===== config.mk =====
export PLATFORM = sky130hd
export DESIGN_NAME = auxreg_file
export DESIGN_NICKNAME = d
export VERILOG_FILES = /design/src/rtl/dsp_pkg.sv /design/src/rtl/auxreg_cell.sv /design/src/rtl/auxreg_file.sv
export SDC_FILE = /design/constraint.sdc
export NUM_CORES = 1
export LEC_CHECK = 0
export ABC_AREA = 1
export CAP_MARGIN = 20
export CORE_ASPECT_RATIO = 1.2
export CORE_MARGIN = 2
export CORE_UTILIZATION = 59
export CTS_CLUSTER_DIAMETER = 200
export DETAILED_ROUTE_END_ITERATION = 10
export PLACE_DENSITY = 0.86
export SLEW_MARGIN = 0
export SYNTH_ARGS = -nofsm -noshare
export SYNTH_HDL_FRONTEND = slang
export SYNTH_HIERARCHICAL = 1
export SYNTH_SLANG_ARGS = --single-unit

===== constraint.sdc =====
create_clock -name clk -period 6.45 [get_ports clk]
set_input_delay 1.6125 -clock clk [delete_from_list [all_inputs] [get_ports clk]]
set_output_delay 1.6125 -clock clk [all_outputs]
set_load 0.02 [all_outputs]

===== src/rtl/dsp_pkg.sv =====
// Shared DSP definitions: post-modify opcodes for the auxiliary register file.
package dsp_pkg;

    typedef logic [1:0] ar_op_t;

    localparam ar_op_t AR_OP_NONE = 2'b00;
    localparam ar_op_t AR_OP_INC  = 2'b01;
    localparam ar_op_t AR_OP_DEC  = 2'b10;
    localparam ar_op_t AR_OP_IDX  = 2'b11;

endpackage


===== src/rtl/auxreg_cell.sv =====
// One auxiliary register; a load beats a modify when both are requested.
module auxreg_cell #(
    parameter int W = 16
) (
    input  logic         clk,
    input  logic         reset_n,
    input  logic         ld_en,
    input  logic [W-1:0] ld_data,
    input  logic         mod_en,
    input  logic [W-1:0] mod_data,
    output logic [W-1:0] q
);

    always_ff @(posedge clk or negedge reset_n) begin
        if (!reset_n)    q <= '0;
        else if (ld_en)  q <= ld_data;
        else if (mod_en) q <= mod_data;
    end

endmodule


===== src/rtl/auxreg_file.sv =====
// Auxiliary register file with ARP and shared post-modify unit for indirect
// data-memory addressing.
module auxreg_file
    import dsp_pkg::*;
#(
    parameter  int W      = 16,
    parameter  int NUM_AR = 8,
    localparam int P      = $clog2(NUM_AR),
    parameter  int A      = 8
) (
    input  logic         clk,
    input  logic         reset_n,
    input  logic         ld_en,
    input  logic [P-1:0] ld_sel,
    input  logic [W-1:0] ld_data,
    input  logic         mod_en,
    input  ar_op_t       mod_op,
    input  logic         arp_wr,
    input  logic [P-1:0] arp_in,
    output logic [P-1:0] arp,
    output logic [W-1:0] ar_cur,
    output logic [A-1:0] addr,
    output logic         ar_nz
);

    logic [NUM_AR-1:0][W-1:0] ar;
    logic [W-1:0]             mod_data;

    always_ff @(posedge clk or negedge reset_n) begin
        if (!reset_n)    arp <= '0;
        else if (arp_wr) arp <= arp_in;
    end

    assign ar_cur = ar[arp];
    assign addr   = ar_cur[A-1:0];
    assign ar_nz  = |ar_cur;

    // Single shared arithmetic unit; only the cell selected by the old ARP uses it.
    always_comb begin
        mod_data = ar_cur;
        case (mod_op)
            AR_OP_INC: mod_data = ar_cur + W'(1);
            AR_OP_DEC: mod_data = ar_cur - W'(1);
            AR_OP_IDX: mod_data = ar_cur + ar[0];
            default:   mod_data = ar_cur;
        endcase
    end

    for (genvar i = 0; i < NUM_AR; i++) begin : g_ar
        auxreg_cell #(.W(W)) u_cell (
            .clk      (clk),
            .reset_n  (reset_n),
            .ld_en    (ld_en && (ld_sel == P'(i))),
            .ld_data  (ld_data),
            .mod_en   (mod_en && (mod_op != AR_OP_NONE) && (arp == P'(i))),
            .mod_data (mod_data),
            .q        (ar[i])
        );
    end

endmodule


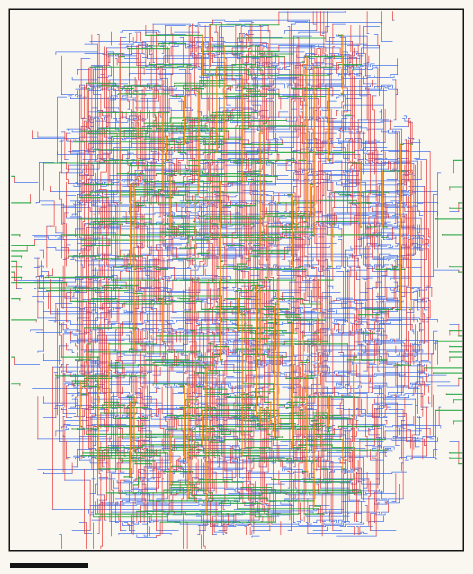
**Above:** run 1 (signal wires by layer).
The bar under the picture is 20 µm long.
metal 1: marked blue, wire length 10,700 µm. metal 3: marked green, wire length 3,640 µm. metal 2: marked red, wire length 13,300 µm. metal 4: marked orange, wire length 1,590 µm.

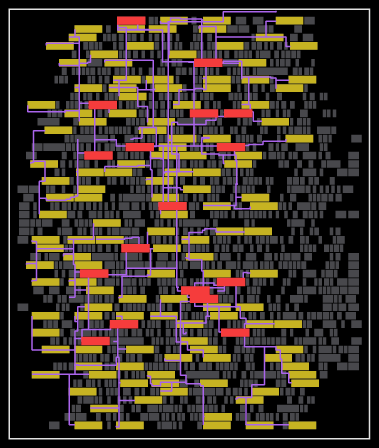
**Above:** run 1 (clock distribution).
clock wires: marked purple, length 1,750 µm. flip-flops: marked yellow, count 131. clock drivers: marked red, count 17.
There are 18 routed clock nets.

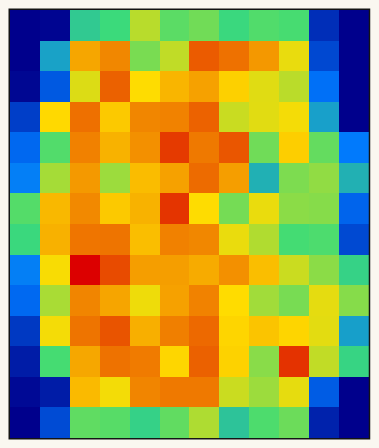
**Above:** run 1 (local utilization).
12 x 14 tiles, from dark blue (low) to red (high), 0 to 100% covered.
The fullest tile reaches 100%. 7.1% of the tiles are nearly empty. 41% of the tiles are over 75% full.

==> Changelog: implementation, run 1 <==
### Physical design

- Vias in the first global route: around 8,900
- Power Dens Cells: a little under 400 nW/µm²
- Floorplan die width: 116 µm
- Proportion of power drawn by combinational gates: 38.6%
- Synth Cell Area: 8840 µm²
- Comb group: about 1.5 mW
- Number of slew-limit violations in the final report: 0
- Number of warnings in the stage logs: 26
- Critical-path maximum fanout: 27
- Met1 Usage GRT: 51.2%
- Main flop type after synthesis: sky130_fd_sc_hd__dfrtp_1
- Top cells by area: sky130_fd_sc_hd__dfrtp_1 37%, sky130_fd_sc_hd__nand2_1 24%, sky130_fd_sc_hd__nand3_1 16%, sky130_fd_sc_hd__buf_6 4.1%, sky130_fd_sc_hd__ha_1 2.1%
- Commonest cells in the netlist: 568 x sky130_fd_sc_hd__nand2_1, 280 x sky130_fd_sc_hd__nand3_1, 131 x sky130_fd_sc_hd__dfrtp_1, 46 x sky130_fd_sc_hd__nor2_1, 42 x sky130_fd_sc_hd__inv_1
- Top cell area share: 37.1%
- Met3 Use GR: 7.32%
- Number of cell rows: 49
- Final Non-Filler Cells: approximately 1,500
- Root buffer cell: sky130_fd_sc_hd__clkbuf_16
- Number of stages on the worst setup path: 11
- Count of buffers not belonging to the clock network in the layout: ~80
- R2R Path Start: arp[1]$_DFFE_PN0P_
- # nets final: 1,349
- Registers: 131
- Total of cells resized after clock tree synthesis: 0
- # port buffers: 56
- Critical path startpoint: arp[1]$_DFFE_PN0P_
- Chip area estimate from yosys synthesis: 8840 µm²
- Class of the worst hold path: reg2reg
- Count of cell types in the netlist: 32
- CP Cell Sequence: inv_2 > nor2_2 > a21oi_1 > nand2_1 > nand2_1 > nand2_1 > nor2_1 > nand2_1 > nor2_1 > nand2_1 > clkdlybuf4s50_1
- Half-perimeter wire length of the detailed placement result: between 15,000 and 20,000 µm
- Max_slew headroom: 25.6%
- Upper clock frequency limit: 0.174 GHz
- Clock buffer instance count of the final layout: 21
- Register area: 3280 µm²
- Worst Setup EP: ar_nz
- CTS sink count: 131
- Kind of start point of the critical path: register
- Min Hold Slack: 0.480 ns
- Core ar.: 14,800 µm²
- Reg-to-reg critical path endpoint: g_ar[4].u_cell/q[4]$_DFFE_PN0P_
- Yosys synthesis warning count: 6
- Cells after Synth: 1,285
- Post-Route Utilization: 66.9%
- Top cell excl fill/tap: sky130_fd_sc_hd__nand2_1
- Logic Gate Count: just over 1,000
- Setup slack, reg-to-reg: roughly 1.4 ns
- Status: complete, no violations
- Leakage power: 4.88 nW
- Wire length of the first global-routing pass: ~47,000 µm
- Clock share of power: 28.2%
- Crit share post-route: 88.9%
- Clock transition at path regs: 0.06 ns
- Net switching power: 1.54 mW
- Clock network power: roughly 1.1 mW
- First-pass iteration count of the detailed router: 6
- Total I/O pin count: 57
- Cell type group with the largest total delay on the critical path: simple AND/OR/NAND/NOR gates
- TAP cells: 204
- Die outline height: 138 µm
- Total Die Area: ~16,000 µm²
- Number of setup buffers added after CTS: 0
- Diode insertion count for antenna repair: 0
- Overflow left after global routing: 0
- Buffer and inverter count on the worst path: 2
- Number of setup violations in the final report: 0
- Number of vias per cell: 6.19
- Comb gate area: 4780 µm²
- Total power: 3.81 mW
- Number of hold buffers added after cts: 0
- Number of flops mapped to enable cells by yosys: 0
- Count of maximum capacitance violations: 0
## run 1: metrics by stage
stage,setup WS (ns),instance area [µm²]
after floorplan,2.57,8840
after global placement,1.28,9240
after detailed placement,1.32,9240
after CTS,0.844,9890
after global routing,0.556,9920
final,0.714,9920
## run 1: cells by family after synthesis
kind of cell	Yosys count	synth area share, %
AND-OR/OR-AND	60	3.53
adder cells (fa/ha/maj)	16	2.35
XOR/XNOR	3	0.297
buffers and inverters	132	9.44
flip-flops	131	37.1
AND/OR/NAND/NOR	943	47.3
## run 1: layer usage
layer	up-vias	share of wire [%]
met3	170	12
met5	-	0
met2	764	46
met1	4269	37
li1	4210	-
met4	0	5.4
## run 1: how the worst min path moves through the flow
| stage | depth (start not counted) | from | end | slack, ns |
|---|---|---|---|---|
| after CTS | 2 | g_ar[0].u_cell/q[12]$_DFFE_PN0P_ | g_ar[0].u_cell/q[12]$_DFFE_PN0P_ | 0.48 |
| after floorplan | 2 | g_ar[0].u_cell/q[12]$_DFFE_PN0P_ | g_ar[0].u_cell/q[12]$_DFFE_PN0P_ | 0.45 |
| after global routing | 2 | g_ar[4].u_cell/q[0]$_DFFE_PN0P_ | g_ar[4].u_cell/q[0]$_DFFE_PN0P_ | 0.49 |
| after detailed placement | 2 | g_ar[0].u_cell/q[13]$_DFFE_PN0P_ | g_ar[0].u_cell/q[13]$_DFFE_PN0P_ | 0.47 |
| final | 2 | g_ar[4].u_cell/q[0]$_DFFE_PN0P_ | g_ar[4].u_cell/q[0]$_DFFE_PN0P_ | 0.48 |
| after global placement | 2 | g_ar[0].u_cell/q[13]$_DFFE_PN0P_ | g_ar[0].u_cell/q[13]$_DFFE_PN0P_ | 0.46 |
## run 1: state kept, by name, summed over array words and instances, names as in the netlist
| name | count |
|---|---|
| g_ar.u_cell/q | 128 |
| arp | 3 |
==> inputs of run 2 (changes only) <==
==> constraint.sdc (replaced) <==
create_clock -name clk -period 6.45 [get_ports clk]
set_input_delay 0.9675 -clock clk [delete_from_list [all_inputs] [get_ports clk]]
set_output_delay 0.9675 -clock clk [all_outputs]
set_load 0.02 [all_outputs]
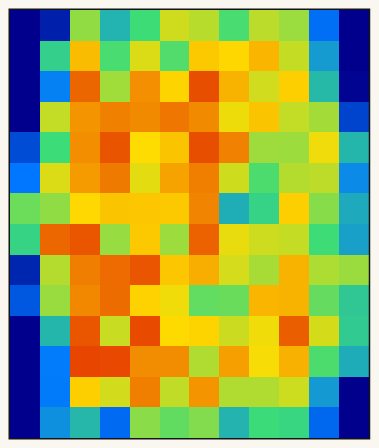
**Above:** run 2 (local utilization).
12 x 14 tiles, from dark blue (low) to red (high), 0 to 100% covered.
The fullest tile reaches 92%. 36% of the tiles are over 75% full. 7.7% of the tiles are nearly empty. The mean over all tiles is 60%.

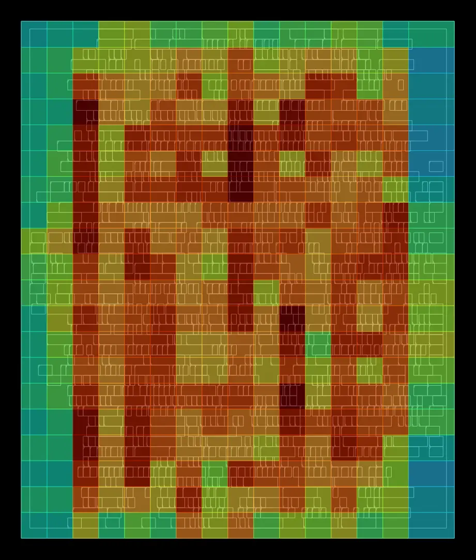
**Above:** run 2 (congestion heat map).
GR met2 Demand/Resource: 57.4%
Post-Route Utilization: 65.9%
Avg WL per Cell: 18.7 µm

==> run 2 against run 1 <==
Compared with the run above: utilization down 0.99 points; die area did not move; critical path type is now reg2reg; fmax grew 15%; worst hold slack barely moved; setup slack better by 0.75 ns; highest routed layer unchanged; combinational power barely moved.
==> Changelog: implementation, run 2 <==
### Physical design

- Status: complete, no violations
- Top cells by area: sky130_fd_sc_hd__dfrtp_1 37%, sky130_fd_sc_hd__nand2_1 24%, sky130_fd_sc_hd__nand3_1 16%, sky130_fd_sc_hd__buf_6 4.1%, sky130_fd_sc_hd__ha_1 2.1%
- Main flop type after synthesis: sky130_fd_sc_hd__dfrtp_1
- Wire length of the first global-routing pass: 45,300 µm (-3.7%)
- Number of storage elements in the synthesis netlist: ~130
- Complex Gates by Area: 3.53% (unchanged)
- First-pass iteration count of the detailed router: 7 (+1)
- Commonest cells in the netlist: 568 x sky130_fd_sc_hd__nand2_1, 280 x sky130_fd_sc_hd__nand3_1, 131 x sky130_fd_sc_hd__dfrtp_1, 46 x sky130_fd_sc_hd__nor2_1, 42 x sky130_fd_sc_hd__inv_1
- # port buffers: 56 (unchanged)
- Registers with the highest flip-flop counts: g_ar.u_cell/q (128), arp (3)
- CTS sink count: 131 (unchanged)
- Setup slack, reg-to-reg: 1.46 ns (+0.11 ns)
- Final Non-Filler Cells: 1,519 (-0.13%)
- Clock share of power: 24.9% (-3.3 points)
- Most prevalent standard cell on the critical path: sky130_fd_sc_hd__nand2_1
- Post-route worst setup slack: 1.46 ns (+0.745 ns)
- Number of stages on the worst setup path: 13 (+2)
- Proportion of power drawn by combinational gates: 39.9% (+1.3 points)
- Top cell excl fill/tap: sky130_fd_sc_hd__nand2_1
- Kind of start point of the critical path: register
- Diode insertion count for antenna repair: 0 (unchanged)
- Number of hold buffers added after cts: 0 (unchanged)
- Number of flops mapped to enable cells by yosys: 0 (unchanged)
- Power Dens Cells: 368 nW/µm² (-4.2%)
- Number of warnings in the stage logs: 26 (unchanged)
- Half-perimeter wire length of the detailed placement result: 19,300 µm (-0.98%)
- Vias in the first global route: 8,749 (-2.1%)
- Count of maximum capacitance violations: 0 (unchanged)
- Yosys synthesis warning count: 6 (unchanged)
- Min Hold Slack: 0.480 ns (+0.000219 ns)
- R2R Path Start: arp[1]$_DFFE_PN0P_
- Syn_area_per_cell: 6.88 µm²
- Synth Cell Area: 8840 µm² (unchanged)
- Number of setup violations in the final report: 0 (unchanged)
- Floorplan die width: 116 µm (unchanged)
- Area fraction in and, or, nand and nor cells: 47.3% (unchanged)
- Largest net degree at the start of global routing: 68
- Number of setup buffers added after CTS: 0 (unchanged)
- Core ar.: 14,800 µm² (unchanged)
- Final hold vios: 0
- Post-synth mux share: 0% (unchanged)
- Synthesized-area fraction occupied by adder cells: 2.35% (unchanged)
- Cell type group with the largest total delay on the critical path: simple AND/OR/NAND/NOR gates
- Upper clock frequency limit: 0.200 GHz (+15%)
- Fraction of layout instances using a drive strength above 1: 7.60%
- # nets final: 1,348 (-0.074%)
- CP Cell Sequence: inv_2 > nor2_2 > a21oi_1 > nand2_1 > nand2_1 > nand2_1 > inv_1 > fa_1 > o21ai_0 > xnor2_1 > o21ai_0 > nand3_1 > nand3_1
- Flip-flop count of the largest register, all copies and words added: 128 (unchanged)
- TritonCTS clock tree: yes
- Buffer and inverter count on the worst path: 2 (unchanged)
- Critical-path maximum fanout: 27 (unchanged)
- Final Cell Area: 9770 µm² (-1.5%)
- Total Die Area: 16,000 µm² (unchanged)
- Total I/O pin count: 57 (unchanged)
- Post-Place Setup Slack: 1.82 ns (+0.492 ns)
- Worst Setup EP: g_ar[2].u_cell/q[4]$_DFFE_PN0P_
- Leading area contributor after synthesis: sky130_fd_sc_hd__dfrtp_1
- Number of slew-limit violations in the final report: 0 (unchanged)
- Net switching power: 1.49 mW (-3.4%)
- Chip area estimate from yosys synthesis: 8840 µm² (unchanged)
- Xor+xnor area frac: 0.297% (unchanged)
- Cells after Synth: 1,285 (unchanged)
- Clock transition at path regs: 0.06 ns (about the same)
- Class of the worst hold path: reg2reg
- Start point of the worst min-delay path: g_ar[4].u_cell/q[8]$_DFFE_PN0P_
- Crit share post-route: 77.4% (-12 points)
- Overflow left after global routing: 0 (unchanged)
- Leakage power: 4.82 nW (-1.2%)
- Root buffer cell: sky130_fd_sc_hd__clkbuf_16
- Number of vias per cell: 6.07 (-1.8%)
- Total of cells resized after clock tree synthesis: 0 (unchanged)
- Reg-to-reg critical path endpoint: g_ar[2].u_cell/q[4]$_DFFE_PN0P_
- Top cell area share: 37.1% (unchanged)
- Max_slew headroom: 14.6% (-11 points)
- Most frequently placed logic cells in the final layout: 568 x sky130_fd_sc_hd__nand2_1, 280 x sky130_fd_sc_hd__nand3_1, 131 x sky130_fd_sc_hd__dfrtp_1
- Count of cell types in the netlist: 32 (unchanged)
- Total power: 3.60 mW (-5.6%)
- Largest family of logic cells by area: simple AND/OR/NAND/NOR gates
- Critical path startpoint: arp[1]$_DFFE_PN0P_
- Placed cell area: 9240 µm² (unchanged)
- Number of cell rows: 49 (unchanged)
- Die outline height: 138 µm (unchanged)
- Routed via count: roughly 9,200
- Power share of the sequential group: 35.2%
- Register ranked first by flip-flop count: g_ar.u_cell/q
==> run 2: cell counts after synthesis <==
No cell type changed its count.
==> run 2: how the worst min path moves through the flow <==
stage	end	slack (ns)	depth (start not counted)
3_5_place_dp	g_ar[0].u_cell/q[6]$_DFFE_PN0P_	0.47	2
6_report	g_ar[4].u_cell/q[8]$_DFFE_PN0P_	0.48	2
5_1_grt	g_ar[7].u_cell/q[8]$_DFFE_PN0P_	0.50	2
2_1_floorplan	g_ar[0].u_cell/q[12]$_DFFE_PN0P_	0.45	2
4_1_cts	g_ar[3].u_cell/q[13]$_DFFE_PN0P_	0.48	2
3_3_place_gp	g_ar[0].u_cell/q[6]$_DFFE_PN0P_	0.46	2
==> run 2: routing by layer <==
metal | up-vias | GRT usage, % | routed length, µm
met5 | - | 0 | 0
met4 | 0 | 15.6 | 1190
met3 | 139 | 7.15 | 3110
met2 | 650 | 57.4 | 13400
met1 | 4236 | 48.7 | 10800
li1 | 4202 | - | -
==> run 2: power groups by stage <==
stage               sequential, mW  combinational (mW)  clock, mW
detailed placement            1.27                1.39          0
finish                        1.27                1.44      0.897
global route                  1.30                1.57      0.932
floorplan                     1.22               0.969          0
global placement              1.26                1.36          0
CTS                           1.26                1.40      0.900
==> run 2: layout make-up <==
| type | count | area (µm²) |
|---|---|---|
| Fill cell | 1305 | 5060 |
| Multi-Input combinational cell | 1022 | 4780 |
| Sequential cell | 131 | 3280 |
| Timing Repair Buffer | 78 | 723 |
| Clock buffer | 20 | 447 |
| Tap cell | 204 | 255 |
| Inverter | 53 | 199 |
| Clock inverter | 11 | 88.8 |
Power and IR drop assume default switching activity.
